==> src/rtl/alu_issue_ctrl_pkg.sv <==
// Shared definitions for the ALU issue controller: ALU operation codes,
// instruction opcode/funct field values, and the issue FSM state encoding.
// Imported by alu_op_decode and alu_issue_ctrl.
package alu_issue_ctrl_pkg;

  // ALU operation codes (5-bit)
  localparam logic [4:0] ALU_AND = 5'b00000;
  localparam logic [4:0] ALU_OR  = 5'b00010;
  localparam logic [4:0] ALU_ADD = 5'b00100;
  localparam logic [4:0] ALU_XOR = 5'b00110;
  localparam logic [4:0] ALU_SUB = 5'b01100;
  localparam logic [4:0] ALU_SLT = 5'b01110;
  localparam logic [4:0] ALU_NOR = 5'b11100;

  // Primary opcodes
  localparam logic [5:0] OP_RTYPE = 6'h00;
  localparam logic [5:0] OP_BEQ   = 6'h04;
  localparam logic [5:0] OP_BNE   = 6'h05;
  localparam logic [5:0] OP_ADDI  = 6'h08;
  localparam logic [5:0] OP_SLTI  = 6'h0A;
  localparam logic [5:0] OP_ANDI  = 6'h0C;
  localparam logic [5:0] OP_ORI   = 6'h0D;
  localparam logic [5:0] OP_XORI  = 6'h0E;
  localparam logic [5:0] OP_LW    = 6'h23;
  localparam logic [5:0] OP_SW    = 6'h2B;

  // R-type funct values
  localparam logic [5:0] FN_ADD = 6'h20;
  localparam logic [5:0] FN_SUB = 6'h22;
  localparam logic [5:0] FN_AND = 6'h24;
  localparam logic [5:0] FN_OR  = 6'h25;
  localparam logic [5:0] FN_XOR = 6'h26;
  localparam logic [5:0] FN_NOR = 6'h27;
  localparam logic [5:0] FN_SLT = 6'h2A;

  // Issue FSM states
  typedef enum logic [1:0] {
    ST_IDLE  = 2'd0,
    ST_ISSUE = 2'd1,
    ST_RESP  = 2'd2
  } state_t;

endpackage

==> src/rtl/alu_op_decode.sv <==
// Combinational instruction decode: maps opcode/funct/imm/rs/rt to the ALU
// operation code and operands, and flags instructions that are not recognised.
// Ports: opcode, funct, imm, rs_val, rt_val in; alu_op, op_a, op_b, illegal out.
module alu_op_decode
  import alu_issue_ctrl_pkg::*;
#(
  parameter int DATA_W = 32,
  parameter int IMM_W  = 16
) (
  input  logic [5:0]        opcode,
  input  logic [5:0]        funct,
  input  logic [IMM_W-1:0]  imm,
  input  logic [DATA_W-1:0] rs_val,
  input  logic [DATA_W-1:0] rt_val,
  output logic [4:0]        alu_op,
  output logic [DATA_W-1:0] op_a,
  output logic [DATA_W-1:0] op_b,
  output logic              illegal
);

  logic [DATA_W-1:0] imm_sext;
  logic [DATA_W-1:0] imm_zext;

  assign imm_sext = {{(DATA_W-IMM_W){imm[IMM_W-1]}}, imm};
  assign imm_zext = {{(DATA_W-IMM_W){1'b0}}, imm};

  assign op_a = rs_val;

  // Anything not recognised falls through to ADD rs+rt with illegal raised;
  // the top level decides whether the flag has any effect.
  always_comb begin
    alu_op  = ALU_ADD;
    op_b    = rt_val;
    illegal = 1'b0;
    case (opcode)
      OP_RTYPE: begin
        case (funct)
          FN_ADD:  alu_op = ALU_ADD;
          FN_SUB:  alu_op = ALU_SUB;
          FN_AND:  alu_op = ALU_AND;
          FN_OR:   alu_op = ALU_OR;
          FN_XOR:  alu_op = ALU_XOR;
          FN_NOR:  alu_op = ALU_NOR;
          FN_SLT:  alu_op = ALU_SLT;
          default: illegal = 1'b1;
        endcase
      end
      OP_ADDI, OP_LW, OP_SW: begin
        alu_op = ALU_ADD;
        op_b   = imm_sext;
      end
      OP_SLTI: begin
        alu_op = ALU_SLT;
        op_b   = imm_sext;
      end
      OP_ANDI: begin
        alu_op = ALU_AND;
        op_b   = imm_zext;
      end
      OP_ORI: begin
        alu_op = ALU_OR;
        op_b   = imm_zext;
      end
      OP_XORI: begin
        alu_op = ALU_XOR;
        op_b   = imm_zext;
      end
      OP_BEQ, OP_BNE: begin
        alu_op = ALU_SUB;
      end
      default: illegal = 1'b1;
    endcase
  end

endmodule

==> src/rtl/alu_issue_ctrl.sv <==
// Issue-side ALU controller: accepts a decoded instruction (req_*), drives
// registered operands/op to the ALU for one cycle, captures result and zero
// flag, and returns them on the rsp_* valid/ready channel.
// Ports: clk, reset (sync, active-high); req_valid/req_ready + req_opcode,
// req_funct, req_rs_val, req_rt_val, req_imm; alu_opA/alu_opB/alu_op out,
// alu_result/alu_zero in; rsp_valid/rsp_ready + rsp_result, rsp_zero.
// Optional macro ALU_ISSUE_ILLEGAL_EN adds rsp_err and zeroes the result of
// unrecognised instructions.
module alu_issue_ctrl
  import alu_issue_ctrl_pkg::*;
#(
  parameter int DATA_W = 32,
  parameter int IMM_W  = 16
) (
  input  logic              clk,
  input  logic              reset,
  input  logic              req_valid,
  output logic              req_ready,
  input  logic [5:0]        req_opcode,
  input  logic [5:0]        req_funct,
  input  logic [DATA_W-1:0] req_rs_val,
  input  logic [DATA_W-1:0] req_rt_val,
  input  logic [IMM_W-1:0]  req_imm,
  output logic [DATA_W-1:0] alu_opA,
  output logic [DATA_W-1:0] alu_opB,
  output logic [4:0]        alu_op,
  input  logic [DATA_W-1:0] alu_result,
  input  logic              alu_zero,
  output logic              rsp_valid,
  input  logic              rsp_ready,
  output logic [DATA_W-1:0] rsp_result,
  output logic              rsp_zero
`ifdef ALU_ISSUE_ILLEGAL_EN
  ,
  output logic              rsp_err
`endif
);

  state_t            state;
  state_t            state_nxt;
  logic              accept;
  logic              capture;

  logic [4:0]        dec_op;
  logic [DATA_W-1:0] dec_a;
  logic [DATA_W-1:0] dec_b;

`ifdef ALU_ISSUE_ILLEGAL_EN
  logic              dec_illegal;
  logic              illegal_q;
`else
  // The decoder's illegal flag has no consumer in this build.
  logic              illegal_unused;
`endif

  alu_op_decode #(
    .DATA_W (DATA_W),
    .IMM_W  (IMM_W)
  ) u_decode (
    .opcode  (req_opcode),
    .funct   (req_funct),
    .imm     (req_imm),
    .rs_val  (req_rs_val),
    .rt_val  (req_rt_val),
    .alu_op  (dec_op),
    .op_a    (dec_a),
    .op_b    (dec_b),
`ifdef ALU_ISSUE_ILLEGAL_EN
    .illegal (dec_illegal)
`else
    .illegal (illegal_unused)
`endif
  );

  // State register
  always_ff @(posedge clk) begin
    if (reset) begin
      state <= ST_IDLE;
    end else begin
      state <= state_nxt;
    end
  end

  // Next state and handshake outputs
  always_comb begin
    state_nxt = state;
    req_ready = 1'b0;
    rsp_valid = 1'b0;
    capture   = 1'b0;
    case (state)
      ST_IDLE: begin
        req_ready = 1'b1;
        if (req_valid) begin
          state_nxt = ST_ISSUE;
        end
      end
      ST_ISSUE: begin
        capture   = 1'b1;
        state_nxt = ST_RESP;
      end
      ST_RESP: begin
        rsp_valid = 1'b1;
        // Response retiring this cycle frees the slot for a back-to-back accept.
        if (rsp_ready) begin
          req_ready = 1'b1;
          state_nxt = req_valid ? ST_ISSUE : ST_IDLE;
        end
      end
      default: state_nxt = ST_IDLE;
    endcase
    if (reset) begin
      req_ready = 1'b0;
    end
    accept = req_valid & req_ready;
  end

  // ALU input registers load only on accept, so they stay frozen through a
  // stalled response; result registers load only at the end of ISSUE.
  always_ff @(posedge clk) begin
    if (reset) begin
      alu_opA    <= '0;
      alu_opB    <= '0;
      alu_op     <= ALU_AND;
      rsp_result <= '0;
      rsp_zero   <= 1'b0;
`ifdef ALU_ISSUE_ILLEGAL_EN
      illegal_q  <= 1'b0;
      rsp_err    <= 1'b0;
`endif
    end else begin
      if (accept) begin
        alu_opA   <= dec_a;
        alu_opB   <= dec_b;
        alu_op    <= dec_op;
`ifdef ALU_ISSUE_ILLEGAL_EN
        illegal_q <= dec_illegal;
`endif
      end
      if (capture) begin
`ifdef ALU_ISSUE_ILLEGAL_EN
        // Illegal instructions still take the ALU slot, but its output is discarded.
        rsp_result <= illegal_q ? '0 : alu_result;
        rsp_zero   <= illegal_q ? 1'b0 : alu_zero;
        rsp_err    <= illegal_q;
`else
        rsp_result <= alu_result;
        rsp_zero   <= alu_zero;
`endif
      end
    end
  end

endmodule

==> config.mk <==
export PLATFORM = sky130hd
export DESIGN_NAME = alu_issue_ctrl
export DESIGN_NICKNAME = d
export VERILOG_FILES = /design/src/rtl/alu_issue_ctrl_pkg.sv /design/src/rtl/alu_op_decode.sv /design/src/rtl/alu_issue_ctrl.sv
export SDC_FILE = /design/constraint.sdc
export NUM_CORES = 1
export LEC_CHECK = 0
export CORE_AREA = 5 5 95 120
export CTS_CLUSTER_SIZE = 40
export DETAILED_ROUTE_END_ITERATION = 12
export DIE_AREA = 0 0 100 125
export PLACE_DENSITY = 0.87
export REMOVE_ABC_BUFFERS = 1
export SYNTH_ARGS = -nofsm -noshare
export SYNTH_HDL_FRONTEND = slang
export SYNTH_SLANG_ARGS = --single-unit
==> constraint.sdc <==
create_clock -name clk -period 3 [get_ports clk]
set_clock_uncertainty 0.15 [all_clocks]
set_input_delay 0.45 -clock clk [delete_from_list [all_inputs] [get_ports clk]]
set_output_delay 0.45 -clock clk [all_outputs]
set_load 0.01 [all_outputs]
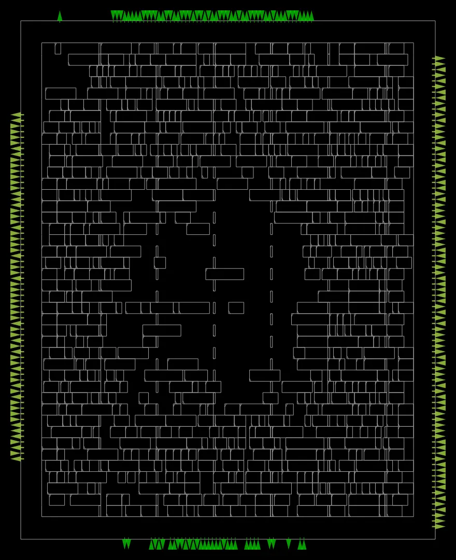
*Placed standard cells*
fill cell instance count of the final layout: 811
sequential cell count: 103
proportion of cell area occupied by registers: 0.303
row cnt: 42
number of tapcells: 132

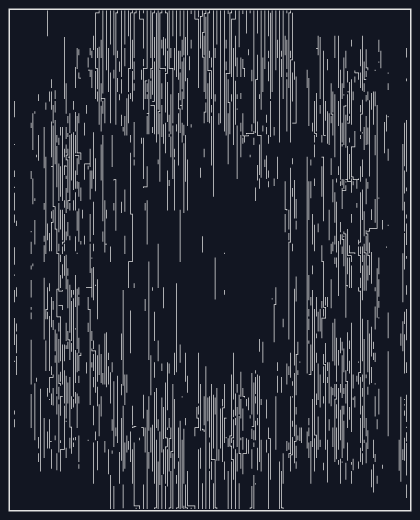
*Metal 2*
(4 px per um)
share of all routed wire: 49%
main direction: vertical
nets with wire on the layer: 719
vias after detailed routing: 4381
Routed Wire Length: 13.6 mm
GR Util met2: 0.370

==> worst max-delay path: cells and delay by family <==
family        cells  cell delay, ns
simple gates      1            0.20
buf+inv           3            1.14
==> metrics by stage <==
step | utilization | area [um2] | TNS [ns]
final | 0.663 | 6790 | 0
after global routing | 0.663 | 6790 | 0
after CTS | 0.663 | 6790 | 0
after detailed placement | 0.635 | 6510 | 0
after global placement | 0.635 | 6510 | 0
after floorplan | - | 3910 | -101.20
==> layout make-up <==
type | count | share of cell area
Sequential cell | 103 | 0.303
Inverter | 4 | 0.00221
Clock inverter | 6 | 0.00645
Clock buffer | 10 | 0.0352
Multi-Input combinational cell | 353 | 0.270
Tap cell | 132 | 0.0243
Timing Repair Buffer | 244 | 0.358
==> worst paths after layout <==
kind                                    end  depth (start not counted)  slack (ns)         from
worst min-delay path            alu_opA[30]                          2        0.30  alu_opA[30]
worst min register to register  alu_opA[30]                          2        0.30  alu_opA[30]
worst max-delay path              req_ready                          4        0.59        reset
worst max register to register   alu_opB[9]                          6        1.23     state[1]
==> routing by layer <==
layer | vias up | GRT usage | part of all wire
met5 | - | 0 | 0
met4 | 0 | 0.0769 | 0.024
met3 | 25 | 0.0669 | 0.094
li1 | 2136 | - | -
met1 | 2015 | 0.233 | 0.39
met2 | 205 | 0.370 | 0.49
==> logic make-up after synthesis <==
logic type | after synthesis | share of synthesized area
compound gates | 125 | 0.190
flops | 103 | 0.496
buf+inv | 49 | 0.0635
mux | 2 | 0.00512
other cells | 1 | 0.000902
xor+xnor | 1 | 0.00211
simple gates | 224 | 0.243
==> sequential cells by signal (all words and copies together), names as in the netlist <==
register / flops
alu_opA: 32
alu_opB: 32
rsp_result: 32
alu_op: 4
state: 2
rsp_zero: 1
==> power breakdown <==
group	internal (mW)	leakage, nW	switching, mW
Combinational	0.403	1.48	0.289
Clock	0.586	0.127	0.496
Sequential	1.47	0.848	0.0556
==> placed cells by master (no fill, tap or decap), types with 4 or more instances in the layout <==
master,count
sky130_fd_sc_hd__buf_4,11
sky130_fd_sc_hd__nand2_1,166
sky130_fd_sc_hd__nand4_1,16
sky130_fd_sc_hd__nand3_1,18
sky130_fd_sc_hd__clkdlybuf4s50_1,231
sky130_fd_sc_hd__o221ai_1,6
sky130_fd_sc_hd__nor2_1,5
sky130_fd_sc_hd__clkinvlp_4,4
sky130_fd_sc_hd__dfxtp_1,103
sky130_fd_sc_hd__o21ai_1,5
sky130_fd_sc_hd__clkbuf_16,9
sky130_fd_sc_hd__o21ai_0,29
sky130_fd_sc_hd__a21oi_1,67
sky130_fd_sc_hd__o221ai_2,10
==> run notes <==
Summing all multi-input logic gate instances after layout gives 1830 um2. With the via density per instance at 5.14, the highest net fanout along the worst path is 8. Data on the critical path is required at its endpoint by 2.40 ns.

The root buffer selected by CTS was sky130_fd_sc_hd__clkbuf_16. The prevailing post-synth register cell is sky130_fd_sc_hd__dfxtp_1. The wire length of the first global-routing pass is 21.4 mm, and the average wire per cell in the routed design is 15.9 um. The H-tree level count was 3; the post-route antenna net violation count was 0. The run gives 0.904 as the routability congestion estimate from global placement. The gate-level netlist out of Yosys references 39 unique cell types. For the achievable clock frequency, the log shows 0.416 GHz. The worst setup path is of the in2out kind. The number of flip-flops and latches in the synthesized netlist was 103; the clock latency reported for the late side of the worst-skew pair was 0.33 ns. The detailed router's first-iteration violation count was 163; the signed area change from the synthesized netlist to the final layout was 63.4%. The share of the yosys chip area belonging to registers was 0.496; the starting density of the core was 0.406. The flow ran to the end, and the final reports show no timing, DRC or antenna violations.

The logs give 2 for the maximum clock insertion buffer count and 75 for the maximum number of pins on one net before global-route repair. Per the finish-stage timing summary, setup violations number 0. STA classifies the critical path endpoint as an output port.

The tool warning count is 25. The fraction of the cycle the final worst path needs is 0.802. The main area contributors are sky130_fd_sc_hd__dfxtp_1, sky130_fd_sc_hd__nand2_1, sky130_fd_sc_hd__a21oi_1.
Power figures rest on the tool's default switching activity, not on a simulated workload.
